<file path="src/rtl/fsk_bitstreamer_m.sv">
// M-ary FSK bitstreamer: serialises a latched word as BITS_PER_SYM-bit symbols, one square-wave
// period per symbol, with the half-period taken from a runtime table and a leading phase offset.
//
// state | meaning
// IDLE  | waiting for start, out low
// HEAD  | leading high time of the current symbol (Deff cycles)
// LOW   | low half of the current symbol (H cycles)
// TAIL  | trailing high time of the current symbol (H-Deff cycles)
// FIN   | one-cycle done pulse after the last symbol
module fsk_bitstreamer_m #(
  parameter int DATALEN      = 64,
  parameter int BITS_PER_SYM = 1,
  parameter int CNTLEN       = 8,
  parameter int LENLEN       = 7
) (
  input  logic                                     clk,
  input  logic                                     rst_n,
  input  logic [DATALEN-1:0]                       datain,
  input  logic [LENLEN-1:0]                        nsym,
  input  logic [(2**BITS_PER_SYM)*CNTLEN-1:0]      halfper_tbl,
  input  logic [CNTLEN-1:0]                        phase_delay,
  input  logic                                     start,
  input  logic                                     abort,
  output logic                                     busy,
  output logic                                     done,
  output logic                                     out,
  output logic [BITS_PER_SYM-1:0]                  symout
);

  localparam int NSYMV  = 2**BITS_PER_SYM;
  localparam int TBLW   = NSYMV*CNTLEN;
  localparam int MAXSYM = DATALEN/BITS_PER_SYM;

  typedef enum logic [2:0] {IDLE, HEAD, LOW, TAIL, FIN} state_t;

  state_t                  state_q, state_d;
  logic [CNTLEN-1:0]       cnt_q, cnt_d;
  logic [CNTLEN-1:0]       h_q, h_d;
  logic [CNTLEN-1:0]       deff_q, deff_d;
  logic [CNTLEN-1:0]       dly_q, dly_d;
  logic [TBLW-1:0]         tbl_q, tbl_d;
  logic [DATALEN-1:0]      shift_q, shift_d;
  logic [LENLEN-1:0]       rem_q, rem_d;
  logic [BITS_PER_SYM-1:0] sym_q, sym_d;

  logic                    ld;
  logic [DATALEN-1:0]      ld_src;
  logic [TBLW-1:0]         ld_tbl;
  logic [CNTLEN-1:0]       ld_dly;
  logic [BITS_PER_SYM-1:0] ld_v;
  logic [CNTLEN-1:0]       ld_hraw, ld_h, ld_deff;
  logic [CNTLEN-1:0]       tail_len;
  logic [LENLEN-1:0]       nsym_clamp;

  // On accept the shadow regs are not yet loaded, so the first symbol is decoded from the inputs.
  assign ld_src   = (state_q == IDLE) ? datain      : (shift_q >> BITS_PER_SYM);
  assign ld_tbl   = (state_q == IDLE) ? halfper_tbl : tbl_q;
  assign ld_dly   = (state_q == IDLE) ? phase_delay : dly_q;
  assign ld_v     = ld_src[BITS_PER_SYM-1:0];
  assign ld_hraw  = ld_tbl[ld_v*CNTLEN +: CNTLEN];
  assign ld_h     = (ld_hraw == '0) ? CNTLEN'(1) : ld_hraw;
  assign ld_deff  = (ld_dly > ld_h) ? ld_h : ld_dly;
  assign tail_len = h_q - deff_q;
  assign nsym_clamp = (int'(nsym) > MAXSYM) ? LENLEN'(MAXSYM) : nsym;

  always_ff @(posedge clk or negedge rst_n) begin
    if (!rst_n) begin
      state_q <= IDLE;
      cnt_q   <= '0;
      h_q     <= '0;
      deff_q  <= '0;
      dly_q   <= '0;
      tbl_q   <= '0;
      shift_q <= '0;
      rem_q   <= '0;
      sym_q   <= '0;
    end else begin
      state_q <= state_d;
      cnt_q   <= cnt_d;
      h_q     <= h_d;
      deff_q  <= deff_d;
      dly_q   <= dly_d;
      tbl_q   <= tbl_d;
      shift_q <= shift_d;
      rem_q   <= rem_d;
      sym_q   <= sym_d;
    end
  end

  always_comb begin
    state_d = state_q;
    cnt_d   = cnt_q;
    h_d     = h_q;
    deff_d  = deff_q;
    dly_d   = dly_q;
    tbl_d   = tbl_q;
    shift_d = shift_q;
    rem_d   = rem_q;
    sym_d   = sym_q;
    ld      = 1'b0;

    case (state_q)
      IDLE: begin
        if (start && !abort) begin
          tbl_d   = halfper_tbl;
          dly_d   = phase_delay;
          shift_d = datain;
          rem_d   = nsym_clamp;
          if (nsym_clamp == '0) state_d = FIN;
          else                  ld = 1'b1;
        end
      end
      HEAD: begin
        if (cnt_q == '0) begin
          state_d = LOW;
          cnt_d   = h_q - CNTLEN'(1);
        end else begin
          cnt_d = cnt_q - CNTLEN'(1);
        end
      end
      LOW, TAIL: begin
        if (cnt_q != '0) begin
          cnt_d = cnt_q - CNTLEN'(1);
        end else if (state_q == LOW && tail_len != '0) begin
          state_d = TAIL;
          cnt_d   = tail_len - CNTLEN'(1);
        end else begin
          // symbol end: next symbol starts on the very next cycle
          rem_d = rem_q - LENLEN'(1);
          if (rem_q > LENLEN'(1)) begin
            shift_d = shift_q >> BITS_PER_SYM;
            ld      = 1'b1;
          end else begin
            state_d = FIN;
            sym_d   = '0;
          end
        end
      end
      FIN:     state_d = IDLE;
      default: state_d = IDLE;
    endcase

    if (ld) begin
      h_d    = ld_h;
      deff_d = ld_deff;
      sym_d  = ld_v;
      if (ld_deff != '0) begin
        state_d = HEAD;
        cnt_d   = ld_deff - CNTLEN'(1);
      end else begin
        state_d = LOW;
        cnt_d   = ld_h - CNTLEN'(1);
      end
    end

    if (abort && state_q != IDLE) begin
      state_d = IDLE;
      cnt_d   = '0;
      sym_d   = '0;
    end
  end

  assign out    = (state_q == HEAD) || (state_q == TAIL);
  assign busy   = (state_q == HEAD) || (state_q == LOW) || (state_q == TAIL);
  assign done   = (state_q == FIN);
  assign symout = sym_q;

endmodule

</file>
<file path="config.mk">
export PLATFORM = sky130hd
export DESIGN_NAME = fsk_bitstreamer_m
export DESIGN_NICKNAME = d
export VERILOG_FILES = /design/src/rtl/fsk_bitstreamer_m.sv
export SDC_FILE = /design/constraint.sdc
export NUM_CORES = 1
export LEC_CHECK = 0
export ABC_AREA = 1
export ABC_CLOCK_PERIOD_IN_PS = 8700
export CAP_MARGIN = 20
export CORE_ASPECT_RATIO = 0.5
export CORE_MARGIN = 4
export CORE_UTILIZATION = 60
export CTS_CLUSTER_SIZE = 30
export DETAILED_ROUTE_END_ITERATION = 16
export PLACE_DENSITY_LB_ADDON = 0.05
export SLEW_MARGIN = 5
export SYNTH_ARGS = -nofsm -noshare
export SYNTH_HDL_FRONTEND = slang
export SYNTH_SLANG_ARGS = --single-unit
</file>
<file path="constraint.sdc">
create_clock -name clk -period 8.7 [get_ports clk]
set_input_delay 0.87 -clock clk [delete_from_list [all_inputs] [get_ports clk]]
set_output_delay 0.87 -clock clk [all_outputs]
set_load 0.02 [all_outputs]
</file>
==> run_results.csv, run 1 <==
group,metric,value,unit
global_routing,grt_pass1_wl,32640,microns
cells_and_area,antennaDiodeCount,0,
synthesis,xor_area_share,2.565,%
critical_path,arrival,5.60,ns
synthesis,yosysSeqAreaShare,39.12,%
run_status,status,"complete, no violations",
synthesis,synth.cellmix.compoundShare,17.52,%
timing,fmax,188.8,MHz
synthesis,ys.flops,122,
global_routing,antenna_found_initial,0,
cells_and_area,largestClassByArea,"logic gates",
synthesis,synthAdderAreaFrac,3.624,%
cells_and_area,sh_seq_area,32.23,%
route,wl_met3,1188,microns
synthesis,top_area_cell,"dfrtp_1",
global_routing,grt_busiest_layer,"met2",
cells_and_area,most-common-layout-cells,"nand2_1 (322), inv_1 (143), dfrtp_1 (122)",
critical_path,ff2ff_setup_slack,3.40,ns
critical_path,path_class,"flop to flop",
route,highest_layer,"met4",
route,drt_iter0_drc,540,
cts,cts_buffers,17,
timing,fin_tns_setup,0,ns
critical_path,required,9.00,ns
cells_and_area,area_growth,21.39,%
floorplan,die_w,169.3,microns
timing,setup_viol,0,
critical_path,cp_slowest_cell,"nor2_4",
synthesis,syn_inst,1078,
global_routing,grt_overflow,0,
critical_path,start_kind,"flop",
cells_and_area,lay_top_count,"nand2_1",
critical_path,path_max_fanout,36,
floorplan,ioPinCount,103,
timing,hold_viol,0,
cells_and_area,top_regs,"shift_q: 63 flops, tbl_q: 16 flops",
synthesis,synth_nets,1199,
cells_and_area,ff_latch_area,3053,sq um
cells_and_area,final_cell_area,9473,sq um
place,gp_congestion,0.9292,
cells_and_area,num-multi-input-gates,757,
floorplan,die_y,88.64,microns
floorplan,chip_area,15010,sq um
place,placed_area,8811,sq um
place,dp.cells,1304,
critical_path,r2r_start,"state_q[0]",
timing,worst_pin_slew,0.6638,ns
timing,fin_crit_sh,60.88,%
cells_and_area,ff_count,122,
route,ant_nets,0,
critical_path,end_kind,"flop",
synthesis,synth_warnings,0,
cts,postCtsSetupRepairBufs,0,
synthesis,synth.yosys.num_cells,1078,
synthesis,yosys-top-cells-area,"dfrtp_1 (39%), nand2_1 (15%), inv_1 (6.9%)",
run 1: how the worst max path moves through the flow:
stage | slack (ns) | end | from | cells after the start
2_1_floorplan | 4.73 | cnt_q[4] | datain[0] | 33
4_1_cts | 3.47 | cnt_q[4] | state_q[0] | 32
6_report | 3.40 | cnt_q[4] | state_q[0] | 32
3_5_place_dp | 3.48 | cnt_q[4] | state_q[0] | 32
3_3_place_gp | 3.64 | cnt_q[4] | datain[0] | 32
5_1_grt | 2.77 | cnt_q[4] | state_q[0] | 32
run 1: cell families after synthesis:
logic type | count (synthesis)
buffers and inverters | 199
xor gates and xnor gates | 22
AOI/OAI and AO/OA | 231
adders and majority gates | 22
and+or+nand+nor | 482
DFF | 122
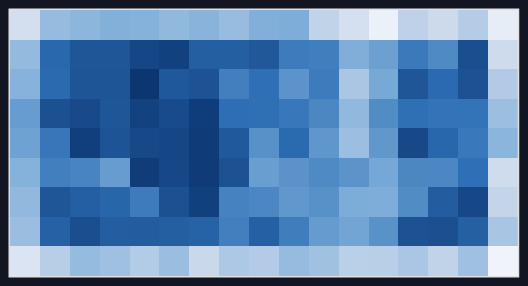
*Placement density heat map, run 1*
Scale: 3 px per micron. The die is cut into 17 by 9 equal tiles; white is low, dark blue is high, 0 to 100% covered.
mean over tiles = 62%
fullest tile = 97%
tiles over 75% full = 36%
fp util: 61.45%
final core utilization: 74.59%
total core area: 12,700 sq um

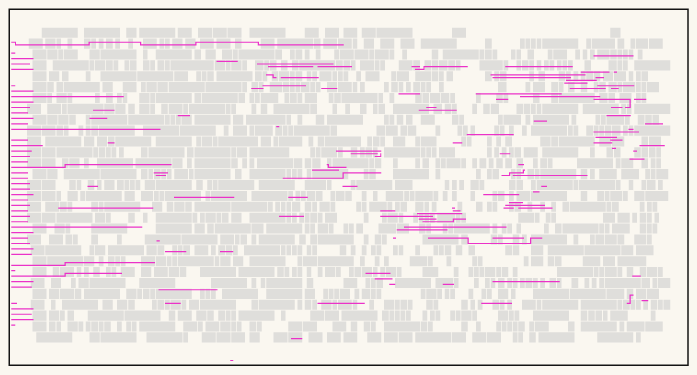
*The metal 3 layer, run 1*
Scale: 4 px per micron.
wire length on this layer = 1,190 microns
longest straight run = 37.0 microns
M3 GR Usage: 5.444%
WL final: 20,250 microns
vias: 7,420

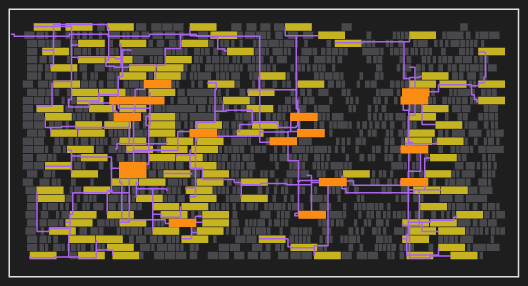
*Clock distribution, run 1*
Scale: 3 px per micron.
orange -> clock drivers  # count 17
yellow -> flip-flops  # count 122
purple -> clock wires  # length 1,760 microns
routed clock nets = 18
flops lie = all over the die
Worst Clk Skew: 0.01507 ns
clk_lat worst skew: 0.42 ns

### Signal wires on met1, run 1

Scale: 2 px per micron. Supply wires on this layer in grey.
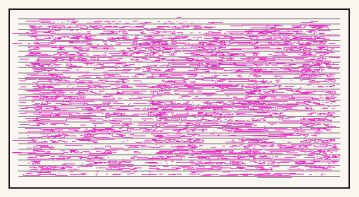

==> inputs of run 2 (changes only) <==
--- a/config.mk
+++ b/config.mk
@@ -6,11 +6,11 @@
 export NUM_CORES = 1
 export LEC_CHECK = 0
 export ABC_AREA = 1
-export ABC_CLOCK_PERIOD_IN_PS = 8700
+export ABC_CLOCK_PERIOD_IN_PS = 4700
 export CAP_MARGIN = 20
 export CORE_ASPECT_RATIO = 0.5
 export CORE_MARGIN = 4
-export CORE_UTILIZATION = 60
+export CORE_UTILIZATION = 51
 export CTS_CLUSTER_SIZE = 30
 export DETAILED_ROUTE_END_ITERATION = 16
 export PLACE_DENSITY_LB_ADDON = 0.05
==> constraint.sdc (replaced) <==
create_clock -name clk -period 4.7 [get_ports clk]
set_input_delay 0.47 -clock clk [delete_from_list [all_inputs] [get_ports clk]]
set_output_delay 0.47 -clock clk [all_outputs]
set_load 0.02 [all_outputs]
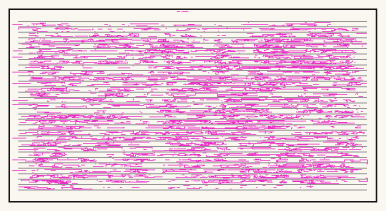
*Signal wires on met1, run 2*
Scale: 2 px per micron. Supply wires on this layer in grey.
main direction = horizontal
wire length on this layer = 9,570 microns
vias: 7,265
WL final: 20,570 microns

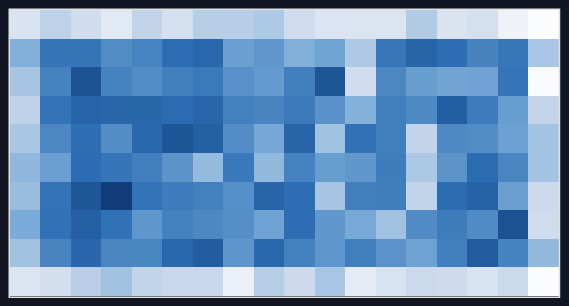
*Placement density heat map, run 2*
Scale: 3 px per micron. The die is cut into 18 by 10 equal tiles; white is low, dark blue is high, 0 to 100% covered.
nearly empty tiles = 1.1%
densest ninth of the die = left middle
tiles over 75% full = 18%
mean over tiles = 54%
fullest tile = 95%
fp util: 53.09%
final core utilization: 65.49%
total core area: 14,700 sq um

==> run_results.csv, run 2 <==
group,metric,value,unit
synthesis,top_cell_area_share,39.12,%
cts,insertion_delay,0.42,ns
critical_path,path_max_fanout,18,
cells_and_area,largest_register_ffs,63,
critical_path,cp.depth,29,
global_routing,grt_usage,24.49,%
run,maxCapViolCount,0,
global_routing,grt_overflow,0,
place,gp_congestion,0.9181,
cells_and_area,area_growth,23.36,%
route,drt-wirelength-per-cell,14.92,microns
place,pre_cts_slack,0.1644,ns
cts,htree_levels,4,
critical_path,cpPeakStageDelay,0.47,ns
synthesis,async_flop_share,100.0,%
critical_path,crit_path_end,"cnt_q[4]",
synthesis,avgSynthCellArea,7.239,sq um
timing,hold_viol,0,
cts,numClockSinks,122,
timing,fin_crit_sh,89.93,%
synthesis,yosysSeqAreaShare,39.12,%
synthesis,top_cell,"nand2_1",
place,dp.cells,1342,
cts,cts-root-buf,"clkbuf_16",
critical_path,r2r_start,"state_q[2]",
timing,slew_violations,0,
synthesis,synth-main-ff-cell,"dfrtp_1",
critical_path,required,5.01,ns
cells_and_area,final_cell_area,9627,sq um
synthesis,syn_inst,1078,
cts,cts_tree,"built",
cells_and_area,top_regs,"shift_q: 63 flops, tbl_q: 16 flops",
critical_path,cp_slowest_cell,"dfrtp_1",
global_routing,grt_pass1_vias,6877,
floorplan,rows,31,
route,ant_nets,0,
synthesis,yosys-top-cells-area,"dfrtp_1 (39%), nand2_1 (15%), inv_1 (6.9%)",
synthesis,top_area_cell,"dfrtp_1",
critical_path,ff2ff_setup_slack,0.47,ns
route,routed_via_density,5.268,
critical_path,arrival,4.54,ns
route,drt_pass1_iterations,5,
cells_and_area,lay_top_count,"nand2_1",
timing,max_slew_margin,50.27,%
critical_path,cpMostUsedCell,"nand2_1",
synthesis,ys.flops,122,
global_routing,antenna_found_initial,0,
critical_path,crit_start,"state_q[2]",
timing,layout_setup_ws,0.4735,ns
timing,fin_tns_setup,0,ns
floorplan,ioPinCount,103,
floorplan,chip_area,17460,sq um
synthesis,synth_warnings,0,
cts,cts_resized,0,
run_status,status,"complete, no violations",
cells_and_area,drive_gt1_share,6.859,%
cells_and_area,fin_nets,1289,
cts,cts_hold_buf,0,
min_path,hold_class,"primary input to async pin",
timing,setup_viol,0,
cells_and_area,antennaDiodeCount,0,
synthesis,syn_area,7804,sq um
cts,cts_buffer_depth,2,
global_routing,grt_pass1_wl,34040,microns
place,portBuffers,102,
synthesis,synth_nets,1199,
critical_path,worstReg2RegEnd,"cnt_q[4]",
critical_path,start_kind,"flop",
place,dp_hpwl,15160,microns
synthesis,synthTopCellsByCount,"nand2_1 (322), inv_1 (143), dfrtp_1 (122), o21ai_0 (82), o211ai_1 (64)",
timing,worst_pin_slew,0.7433,ns
cts,postCtsSetupRepairBufs,0,
synthesis,synth_cell_type_count,41,
route,drt_iter0_drc,479,
cells_and_area,regMostFlops,"shift_q",
critical_path,path_class,"flop to flop",
global_routing,grt_max_degree,126,
critical_path,end_kind,"flop",
floorplan,die_y,95.47,microns
cts,clk_pin_slew,0.06,ns
synthesis,synth.yosys.num_cells,1078,
timing,timing.hold.ws,0.04377,ns
cells_and_area,stdcell_count,1379,
timing,rsz0062_at_grt,"false",
critical_path,critPathBufInv,7,
timing,finalCriticalPeriod,4.226,ns
timing,fmax,236.6,MHz
floorplan,die_w,182.9,microns
synthesis,synth-edff-count,0,
route,drcViolationCount,0,
run,tool_warnings,29,
cells_and_area,most-common-layout-cells,"nand2_1 (320), inv_1 (143), dfrtp_1 (122)",
cts,cts_buffers,17,
synthesis,ys_chip_area,7804,sq um
place,placed_area,8934,sq um
timing,fin_skew,0.009419,ns
critical_path,worstRegToRegCells,29,
critical_path,critPathTopFamily,"simple AND/OR/NAND/NOR gates",
==> run 2: routing by layer <==
metal	global-route usage, %	share of wire [%]
met1	32.86	47
met5	0	0
met2	39.09	45
met4	8.302	2.0
met3	6.288	6.4
==> run 2: layout make-up <==
class | count | area [sq um]
Clock buffer | 21 | 450.4
Clock inverter | 11 | 170.2
Fill cell | 1324 | 5074
Inverter | 150 | 563.0
Multi-Input combinational cell | 757 | 3956
Sequential cell | 122 | 3053
Tap cell | 198 | 247.7
Timing Repair Buffer | 120 | 1186
==> run 2: cells by family (layout without fill, tap and decap cells) <==
family                     after synthesis  in the layout  synth area share, %
and+or+nand+nor                        482            482                26.70
AOI/OAI and AO/OA                      231            231                17.52
buffers and inverters                  199            302                10.47
DFF                                    122            122                39.12
adders and majority gates               22             22                3.624
xor gates and xnor gates                22             22                2.565
